Design uart_rx_core, sky130hd; sources not shown.
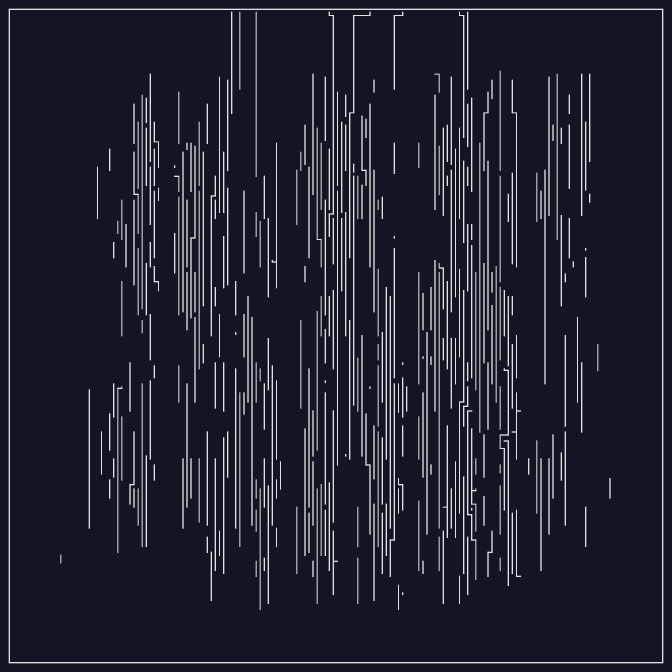
run_1/m2.png
share of all routed wire: 54%
longest straight run: 32.6 µm
wire length on this layer: 2,560 µm
grt met2 use: 31.3%
WL final: 4740 µm

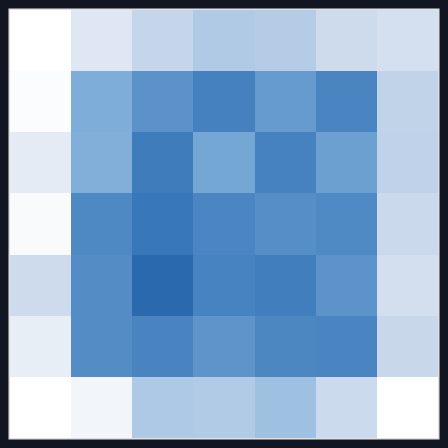
run_1/util_map.png
The die is cut into 7 by 7 equal tiles; white is low, dark blue is high, 0 to 100% covered.
tiles over 75% full: 2.0%
fullest tile: 77%
emptiest ninth of the die: upper left
nearly empty tiles: 6.1%
densest ninth of the die: center
final core occ: 56.2%
Core Box Area: 4090 µm²
Init Core Util: 40.2%

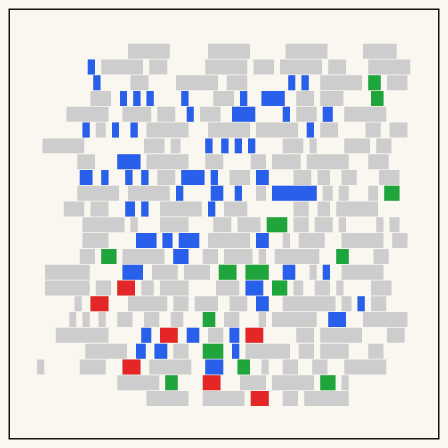
run_1/gates.png
| family | color | cells | most used |
|---|---|---|---|
| xor and xnor cells | red | 7 | xnor2_1 |
| nand cells | blue | 56 | nand2_1 |
| and/or cells | green | 14 | or2_2 |
logic share of the area: 43.2%
most numerous logic cell after layout: dfxtp_1
fin cells: 274

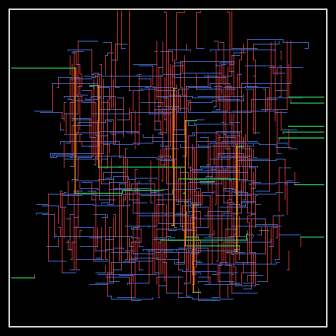
run_1/layers.png
| layer | color | wire length |
|---|---|---|
| M1 | blue | 1,840 µm |
| M2 | red | 2,560 µm |
| M4 | orange | 154 µm |
| M3 | green | 182 µm |
DR vias: 1,472
GRT Total Usage: 17.1%
DR WL/cell: 17.3 µm

==> impl_metrics.py, run 1 <==
# Generated from Yosys and OpenROAD reports
metrics = {
    "outcome": {
        "outcome": "finished with violations",
        "violations": "setup timing",
    },
    "sta": {
        "setup_violations": 7,
        "slew_viol_final": 0,
        "worst_slack_ns": -0.0517,
        "finalCriticalPeriod_ns": 1.56,
    },
    "clock_network": {
        "cts_tree": "yes",
        "h-tree-depth": 2,
        "clock_latency_ns": 0.29,
    },
    "final_layout": {
        "n_sequential_cell": 38,
        "clock_buffers": 7,
        "final-clk-cell-share_pct": 3.98,
        "seq_share_pct": 33.4,
    },
    "drt": {
        "drtPass1Iterations": 4,
        "route.met3.wl_um": 181,
        "post-route-drc-count": 0,
    },
    "synthesis": {
        "edf_count": 0,
        "netlist_instances": 182,
        "synth.logic.top_family": "simple AND/OR/NAND/NOR gates",
        "top_area_cell": "dfxtp_1",
        "ys_types": 39,
        "async_flop_share_pct": 0,
    },
    "worst_setup_path": {
        "crit_required_ns": 1.66,
        "crit_buf_inv": 0,
        "rr_worst_depth": 5,
    },
    "pwr": {
        "clkPwrFrac_pct": 38.6,
        "top_power_group": "sequential cells",
        "p_sw_share_pct": 23.6,
    },
    "min_path": {
        "hp-class": "reg2reg",
        "holdPathStages": 1,
    },
    "global_route": {
        "antenna_found_initial": 0,
    },
    "placement": {
        "dpl_cell_area_um2": 1990,
    },
}
--- run 2 (diff from run 1) ---
--- a/config.mk
+++ b/config.mk
@@ -8,10 +8,10 @@
 export CELL_PAD_IN_SITES_DETAIL_PLACEMENT = 1
 export CELL_PAD_IN_SITES_GLOBAL_PLACEMENT = 1
 export CORE_MARGIN = 4
-export CORE_UTILIZATION = 38
+export CORE_UTILIZATION = 42
 export CTS_CLUSTER_SIZE = 28
 export DETAILED_ROUTE_END_ITERATION = 12
-export PLACE_DENSITY = 0.73
+export PLACE_DENSITY = 0.83
 export SYNTH_ARGS = -nofsm -noshare
 export SYNTH_HDL_FRONTEND = slang
 export SYNTH_SLANG_ARGS = --single-unit
==> constraint.sdc (replaced) <==
create_clock -name clk -period 1.52 [get_ports clk]
set_clock_uncertainty 0.05 [all_clocks]
set_input_delay 0.456 -clock clk [delete_from_list [all_inputs] [get_ports clk]]
set_output_delay 0.456 -clock clk [all_outputs]
set_load 0.02 [all_outputs]
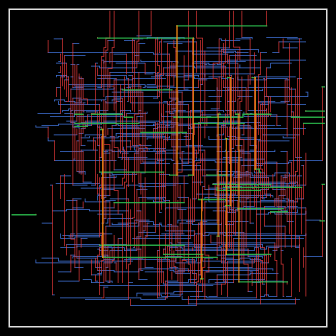
run_2/layers.png
| layer | color | wire length |
|---|---|---|
| M1 | blue | 2,580 µm |
| M4 | orange | 250 µm |
| M3 | green | 325 µm |
| M2 | red | 3,170 µm |
DR WL/cell: 22.2 µm
WL final: 6320 µm
GRT Total Usage: 22.0%
DR vias: 1,637

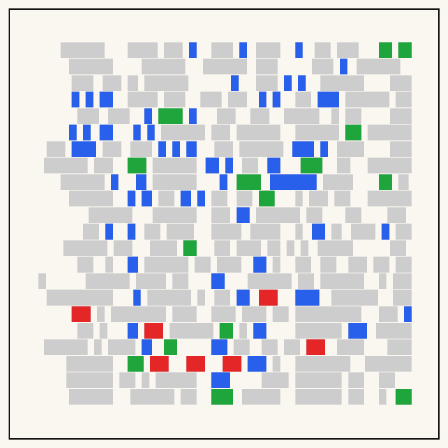
run_2/gates.png
| family | color | cells | most used |
|---|---|---|---|
| nand cells | blue | 56 | nand2_1 |
| and/or cells | green | 15 | or2_2 |
| xor and xnor cells | red | 7 | xnor2_1 |
fin cells: 284
logic share of the area: 40.8%

==> impl_metrics.py, run 2 <==
# Generated from Yosys and OpenROAD reports
metrics = {
    "drt": {
        "route.met3.wl_um": 324,
        "post-route-drc-count": 0,
    },
    "final_layout": {
        "final-clk-cell-share_pct": 5.82,
        "n_sequential_cell": 38,
        "clock_buffers": 6,
        "seq_share_pct": 31.3,
    },
    "synthesis": {
        "netlist_instances": 182,
        "edf_count": 0,
        "top_area_cell": "dfxtp_1",
    },
    "worst_setup_path": {
        "rr_worst_depth": 8,
        "crit_buf_inv": 3,
    },
    "floorplanning": {
        "fp-utilization_pct": 44.2,
    },
    "global_route": {
        "use_met2_pct": 39.0,
    },
    "clock_network": {
        "h-tree-depth": 2,
        "cts_tree": "yes",
        "clock_latency_ns": 0.30,
    },
    "pwr": {
        "clkPwrFrac_pct": 47.5,
        "top_power_group": "the clock network",
        "p_sw_share_pct": 21.3,
    },
    "sta": {
        "setup_violations": 35,
        "finalCriticalPeriod_ns": 1.68,
        "worst_slack_ns": -0.159,
    },
    "outcome": {
        "outcome": "finished with violations",
        "violations": "setup timing",
    },
}
run_2/util_map.png
The die is cut into 7 by 7 equal tiles; white is low, dark blue is high, 0 to 100% covered.
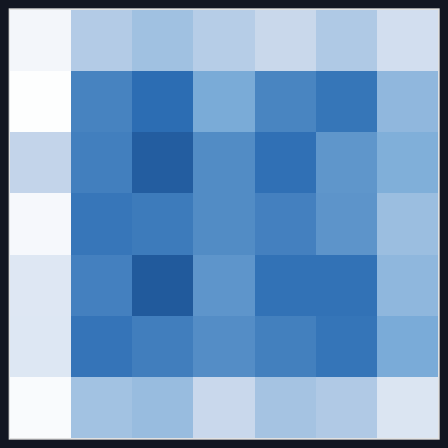

--- run 3 (diff from run 2) ---
--- a/config.mk
+++ b/config.mk
@@ -8,10 +8,11 @@
 export CELL_PAD_IN_SITES_DETAIL_PLACEMENT = 1
 export CELL_PAD_IN_SITES_GLOBAL_PLACEMENT = 1
 export CORE_MARGIN = 4
-export CORE_UTILIZATION = 42
+export CORE_UTILIZATION = 38
 export CTS_CLUSTER_SIZE = 28
 export DETAILED_ROUTE_END_ITERATION = 12
-export PLACE_DENSITY = 0.83
+export PLACE_DENSITY = 0.77
+export SLEW_MARGIN = 20
 export SYNTH_ARGS = -nofsm -noshare
 export SYNTH_HDL_FRONTEND = slang
 export SYNTH_SLANG_ARGS = --single-unit
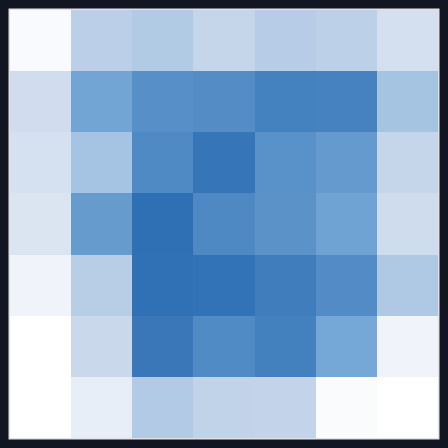
run_3/util_map.png
The die is cut into 7 by 7 equal tiles; white is low, dark blue is high, 0 to 100% covered.
mean over tiles: 40%
fullest tile: 74%
nearly empty tiles: 6.1%
densest ninth of the die: center
emptiest ninth of the die: lower left
final core occ: 54.3%

==> impl_metrics.py, run 3 <==
# Generated from Yosys and OpenROAD reports
metrics = {
    "clock_network": {
        "h-tree-depth": 2,
        "cts_tree": "yes",
        "clock_latency_ns": 0.30,
    },
    "drt": {
        "route.met3.wl_um": 119,
        "routedWlPerCell_um": 16.4,
    },
    "pwr": {
        "p_sw_share_pct": 19.9,
        "clkPwrFrac_pct": 48.0,
        "top_power_group": "the clock network",
    },
    "floorplanning": {
        "dieWidth_um": 73.7,
        "fp-utilization_pct": 40.2,
    },
    "final_layout": {
        "clock_buffers": 6,
        "sh_comb_area_pct": 39.6,
        "fin_cells": 273,
        "final-clk-cell-share_pct": 6.43,
        "n_sequential_cell": 38,
    },
    "outcome": {
        "violations": "setup timing",
        "outcome": "finished with violations",
    },
    "sta": {
        "setup_violations": 1,
        "worst_slack_ns": -0.00358,
    },
    "synthesis": {
        "top_area_cell": "dfxtp_1",
        "netlist_instances": 182,
    },
    "worst_setup_path": {
        "crit_buf_inv": 2,
        "rr_worst_depth": 7,
    },
}
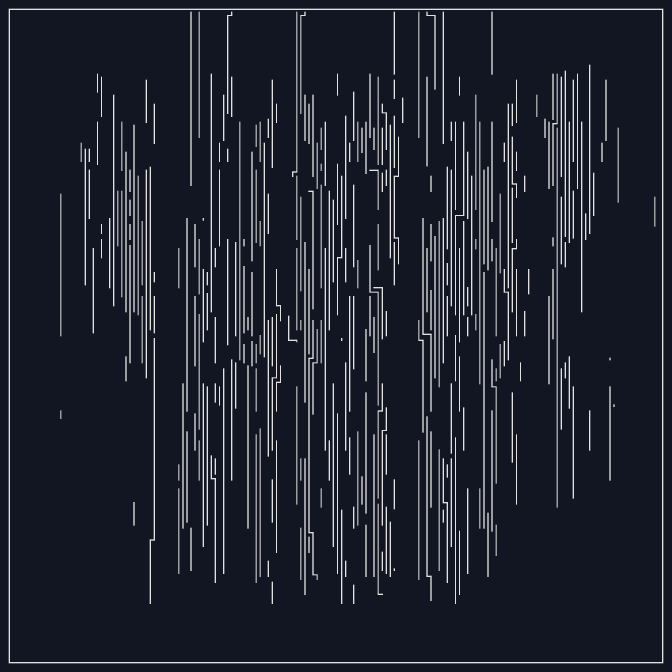
run_3/m2.png
share of all routed wire: 57%
nets with wire on the layer: 216
main direction: vertical
wire length on this layer: 2,570 µm
longest straight run: 42.8 µm
grt met2 use: 35.1%
WL final: 4470 µm
DR vias: 1,432

Power and IR drop assume default switching activity.
